===== src/rtl/rgb_gray_pkg.sv =====
`default_nettype none
// =============================================================================
// Module  : rgb_gray_pkg
// Brief   : Shared constants and types for the RGB565-to-gray CI block.
// Revision: 1.0 - initial release
// =============================================================================
package rgb_gray_pkg;

    typedef logic [1:0] mode_t;

    typedef struct packed {
        logic [7:0] w_b;
        logic [7:0] w_g;
        logic [7:0] w_r;
    } weights_t;

    localparam mode_t c_mode_bt601 = 2'b00;
    localparam mode_t c_mode_bt709 = 2'b01;
    localparam mode_t c_mode_avg   = 2'b10;
    localparam mode_t c_mode_user  = 2'b11;

    localparam weights_t c_weights_bt601 = '{w_b: 8'd29, w_g: 8'd150, w_r: 8'd77};
    localparam weights_t c_weights_bt709 = '{w_b: 8'd19, w_g: 8'd183, w_r: 8'd54};
    localparam weights_t c_weights_avg   = '{w_b: 8'd85, w_g: 8'd86,  w_r: 8'd85};
    localparam weights_t c_weights_reset = c_weights_bt601;

    localparam logic [1:0] c_st_idle = 2'd0;
    localparam logic [1:0] c_st_calc = 2'd1;
    localparam logic [1:0] c_st_done = 2'd2;

    // Weights sum to this scale; the weighted sum is renormalised by it.
    localparam int c_weight_scale = 256;
    localparam int c_weight_shift = 8;

    function automatic weights_t select_weights(input mode_t mode, input weights_t user_w);
        weights_t w;
        case (mode)
            c_mode_bt601: w = c_weights_bt601;
            c_mode_bt709: w = c_weights_bt709;
            c_mode_avg:   w = c_weights_avg;
            default:      w = user_w;
        endcase
        return w;
    endfunction

endpackage
`default_nettype wire


===== src/rtl/rgb565_gray_pixel.sv =====
`default_nettype none
// =============================================================================
// Module  : rgb565_gray_pixel
// Brief   : Combinational RGB565 expand, weighted sum, round and saturate.
// Revision: 1.0 - initial release
// =============================================================================
module rgb565_gray_pixel
    import rgb_gray_pkg::*;
(
    input  logic [15:0] pixel,
    input  weights_t    weights,
    output logic [7:0]  gray
);

    logic [7:0]  w_r8;
    logic [7:0]  w_g8;
    logic [7:0]  w_b8;
    logic [17:0] w_sum;
    logic [9:0]  w_scaled;

    // Replicate the MSBs so full-scale 5/6-bit channels map to 255.
    assign w_r8 = {pixel[15:11], pixel[15:13]};
    assign w_g8 = {pixel[10:5],  pixel[10:9]};
    assign w_b8 = {pixel[4:0],   pixel[4:2]};

    // Worst case 3*255*255+128 fits comfortably in 18 bits.
    assign w_sum = 18'(w_r8 * weights.w_r)
                 + 18'(w_g8 * weights.w_g)
                 + 18'(w_b8 * weights.w_b)
                 + 18'(c_weight_scale / 2);

    assign w_scaled = w_sum[17:c_weight_shift];
    assign gray     = (w_scaled > 10'd255) ? 8'hFF : w_scaled[7:0];

endmodule
`default_nettype wire


===== src/rtl/rgb565_gray_ci_multi.sv =====
`default_nettype none
// =============================================================================
// Module  : rgb565_gray_ci_multi
// Brief   : Multi-cycle CI converting 1-2 RGB565 pixels to 8-bit gray.
// Revision: 1.0 - initial release
// =============================================================================
module rgb565_gray_ci_multi
    import rgb_gray_pkg::*;
#(
    parameter logic [7:0] customInstructionId = 8'h00,
    parameter int         NUM_PIXELS          = 2
)
(
    input  logic        clock,
    input  logic        reset,
    input  logic        start,
    input  logic [7:0]  ciN,
    input  logic [31:0] valueA,
    input  logic [31:0] valueB,
    output logic        done,
    output logic [31:0] result
);

    localparam logic c_last_idx = (NUM_PIXELS == 2) ? 1'b1 : 1'b0;

    logic [1:0]  r_state;
    logic        r_idx;
    logic [31:0] r_pixels;
    mode_t       r_mode;
    weights_t    r_user_w;
    logic [15:0] r_bytes;

    logic        w_accept;
    logic [15:0] w_pixel;
    weights_t    w_weights;
    logic [7:0]  w_gray;
    logic        w_unused_cmd;

    assign w_accept     = start && (ciN == customInstructionId) && (r_state == c_st_idle);
    assign w_pixel      = r_idx ? r_pixels[31:16] : r_pixels[15:0];
    assign w_weights    = select_weights(r_mode, r_user_w);
    assign w_unused_cmd = &{1'b0, valueB[30:2]};

    rgb565_gray_pixel u_pixel (
        .pixel   (w_pixel),
        .weights (w_weights),
        .gray    (w_gray)
    );

    always_ff @(posedge clock or negedge reset) begin
        if (!reset) begin
            r_state  <= c_st_idle;
            r_idx    <= 1'b0;
            r_pixels <= 32'd0;
            r_mode   <= c_mode_bt601;
            r_user_w <= c_weights_reset;
            r_bytes  <= 16'd0;
            done     <= 1'b0;
            result   <= 32'd0;
        end else begin
            // Output is registered from DONE so result is zero outside the pulse.
            done   <= (r_state == c_st_done);
            result <= (r_state == c_st_done) ? {16'd0, r_bytes} : 32'd0;
            case (r_state)
                c_st_idle: begin
                    if (w_accept) begin
                        r_idx   <= 1'b0;
                        r_bytes <= 16'd0;
                        if (valueB[31]) begin
                            r_user_w <= '{w_b: valueA[23:16], w_g: valueA[15:8], w_r: valueA[7:0]};
                            r_state  <= c_st_done;
                        end else begin
                            r_pixels <= valueA;
                            r_mode   <= valueB[1:0];
                            r_state  <= c_st_calc;
                        end
                    end
                end
                c_st_calc: begin
                    if (r_idx) begin
                        r_bytes[15:8] <= w_gray;
                    end else begin
                        r_bytes[7:0] <= w_gray;
                    end
                    if (r_idx == c_last_idx) begin
                        r_state <= c_st_done;
                    end else begin
                        r_idx <= 1'b1;
                    end
                end
                c_st_done: begin
                    r_state <= c_st_idle;
                end
                default: begin
                    r_state <= c_st_idle;
                end
            endcase
        end
    end

endmodule
`default_nettype wire


===== config.mk =====
export PLATFORM = sky130hd
export DESIGN_NAME = rgb565_gray_ci_multi
export DESIGN_NICKNAME = d
export VERILOG_FILES = /design/src/rtl/rgb_gray_pkg.sv /design/src/rtl/rgb565_gray_pixel.sv /design/src/rtl/rgb565_gray_ci_multi.sv
export SDC_FILE = /design/constraint.sdc
export NUM_CORES = 1
export LEC_CHECK = 0
export ABC_AREA = 1
export CAP_MARGIN = 20
export CORE_ASPECT_RATIO = 1.1
export CORE_UTILIZATION = 59
export CTS_BUF_LIST = sky130_fd_sc_hd__clkbuf_16
export DETAILED_ROUTE_END_ITERATION = 8
export GPL_ROUTABILITY_DRIVEN = 0
export MAX_ROUTING_LAYER = met4
export PLACE_DENSITY = 0.92
export SLEW_MARGIN = 0
export SYNTH_ARGS = -nofsm -noshare
export SYNTH_HDL_FRONTEND = slang
export SYNTH_SLANG_ARGS = --single-unit

===== constraint.sdc =====
create_clock -name clock -period 9.76 [get_ports clock]
set_input_delay 1.952 -clock clock [delete_from_list [all_inputs] [get_ports clock]]
set_output_delay 1.952 -clock clock [all_outputs]
set_load 0.01 [all_outputs]

==> images/m1.png <==
Scale bar: 50 um. Supply wires on this layer in grey.
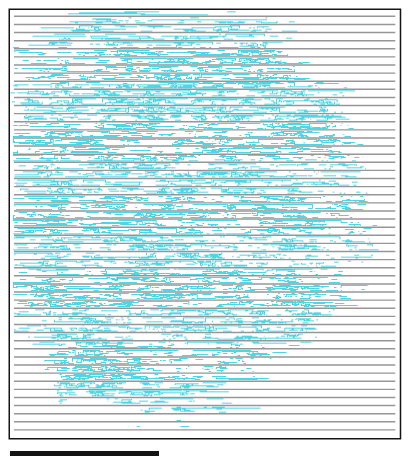
longest straight run	38.6 um
main direction	horizontal
wire length on this layer	10100 um
share of all routed wire	35%
nets with wire on the layer	1573

==> images/m2.png <==
Cells faint in the background.
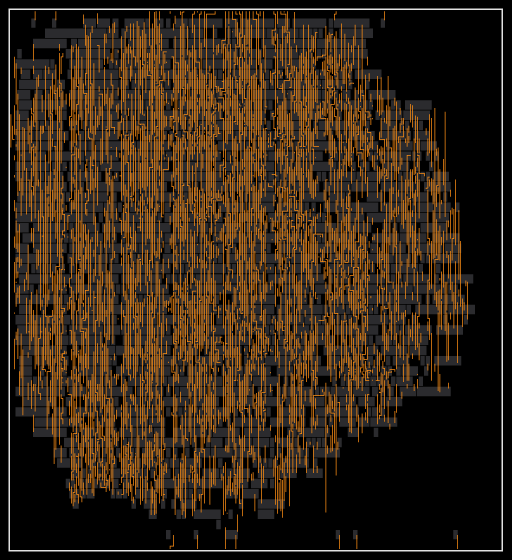
wire length on this layer	14700 um
main direction	vertical

==> images/m3.png <==
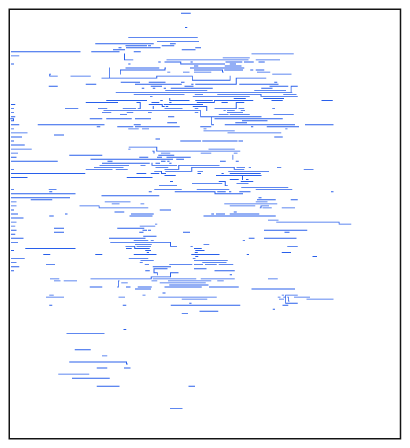
share of all routed wire	8.4%
wire length on this layer	2440 um

==> images/m4.png <==
Supply wires on this layer in grey.
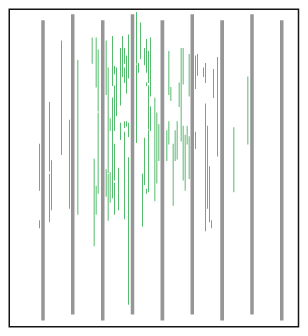
nets with wire on the layer	75
wire length on this layer	1820 um
share of all routed wire	6.3%
main direction	vertical
longest straight run	70.0 um

==> results.cfg <==
; synthesis and place-and-route metrics
[status]
status = finished clean

[worst_setup_path]
critPathSlowestCell = fa_1
cp.depth = 46
worstReg2RegEnd = r_bytes[11]$_DFFE_PN0P_
critPathLaunch = r_mode[1]$_DFFE_PN0P_
crit_fanout = 12
start_kind = flop
cp-end-kind = flop
critPathMaxStageDelay_ns = 0.54
r2r_slack_ns = 0.34
crit_family = adder cells
worstPathRequired_ns = 9.99
r2r_start = r_mode[1]$_DFFE_PN0P_

[finish]
buffers = 90
final_cells = 1590
inv_count = 332
drive_gt1_share_pct = 8.432
n_clock_buffer = 9
regArea_sq_mm = 0.002371
area_share_clock_buf_inv_pct = 2.528
dominant_cells = logic gates
seq_share_pct = 19.47
fillCellCount = 1198
nNetsFinal = 1681
area_growth_pct = 13.27
layout_top_cells = 327 x inv_1, 183 x nand2_1, 144 x nor2_1, 144 x fa_1, 112 x ha_1
largest_register_ffs = 32

[timing]
setup_viol = 0
slew_viol_final = 0
fmax_mhz = 106.1
fin_ws_ns = 0.3356
slew_headroom_pct = 42.43
hold_viol = 0

[drt]
drt_iter0_drc = 1052
firstDrtPassIters = 6

[global_routing]
grt_pass1_wl_mm = 44.39
track_usage_pct = 32.37

[power]
power.density_mw_per_mm2 = 105.4
vdd_drop_max_uv = 121.8

[synth]
synthArstFlopShare_pct = 100.0
ys_sh_mux_pct = 1.490
avgSynthCellArea_sq_um = 8.484
syn_inst = 1267
yosysMostFrequentCell = inv_1
xor_share_pct = 1.385
synth_area_sq_mm = 0.01075
synthFlopType = dfrtp_1
yosysChipArea_sq_mm = 0.01075
top_area_cell = fa_1
yosys.stat.seqShare_pct = 22.02
aoi_share_pct = 5.611
synth-edff-count = 0
ys_sh_adder_pct = 40.20

[flow_run]
maxCapViolCount = 0

[clock_tree]
insertion_delay_ns = 0.35
tritoncts = built
cts_resized = 2
h-tree-depth = 3
clock_path_buffers = 2
clock-sinks = 94
cts-root-buf = clkbuf_16

[worst_hold_path]
min_path_type = reg2reg
min_delay_worst_endpoint = done$_DFF_PN0_

[placement]
dp.cells = 1567
postPlaceCellArea_sq_mm = 0.01165
io_buffers = 62

[floorplan]
fp_util_pct = 60.59
dieWidth_um = 130.7
pin_count = 108
## report_power, final
part | total, uW | switching [uW] | internal [uW]
Combinational | 504 | 307 | 198
Clock | 375 | 154 | 221
Sequential | 403 | 5.98 | 397
## cell families (layout without fill, tap and decap cells)
family	Yosys count	count (layout)
and+or+nand+nor	400	400
buffers and inverters	368	438
adders and majority gates	259	259
AOI/OAI and AO/OA	117	117
DFF	94	94
xor gates and xnor gates	17	17
muxes	11	11
other	1	16
## routing by layer
| layer | wire length (um) | part of all wire, % | vias up | global-route usage, % |
|---|---|---|---|---|
| met5 | 0 | 0 | - | - |
| met4 | 1823 | 6.3 | 0 | 15.91 |
| met3 | 2439 | 8.4 | 186 | 5.957 |
| met2 | 14710 | 51 | 599 | 54.89 |
| met1 | 10060 | 35 | 4280 | 36.68 |
| li1 | - | - | 3907 | - |
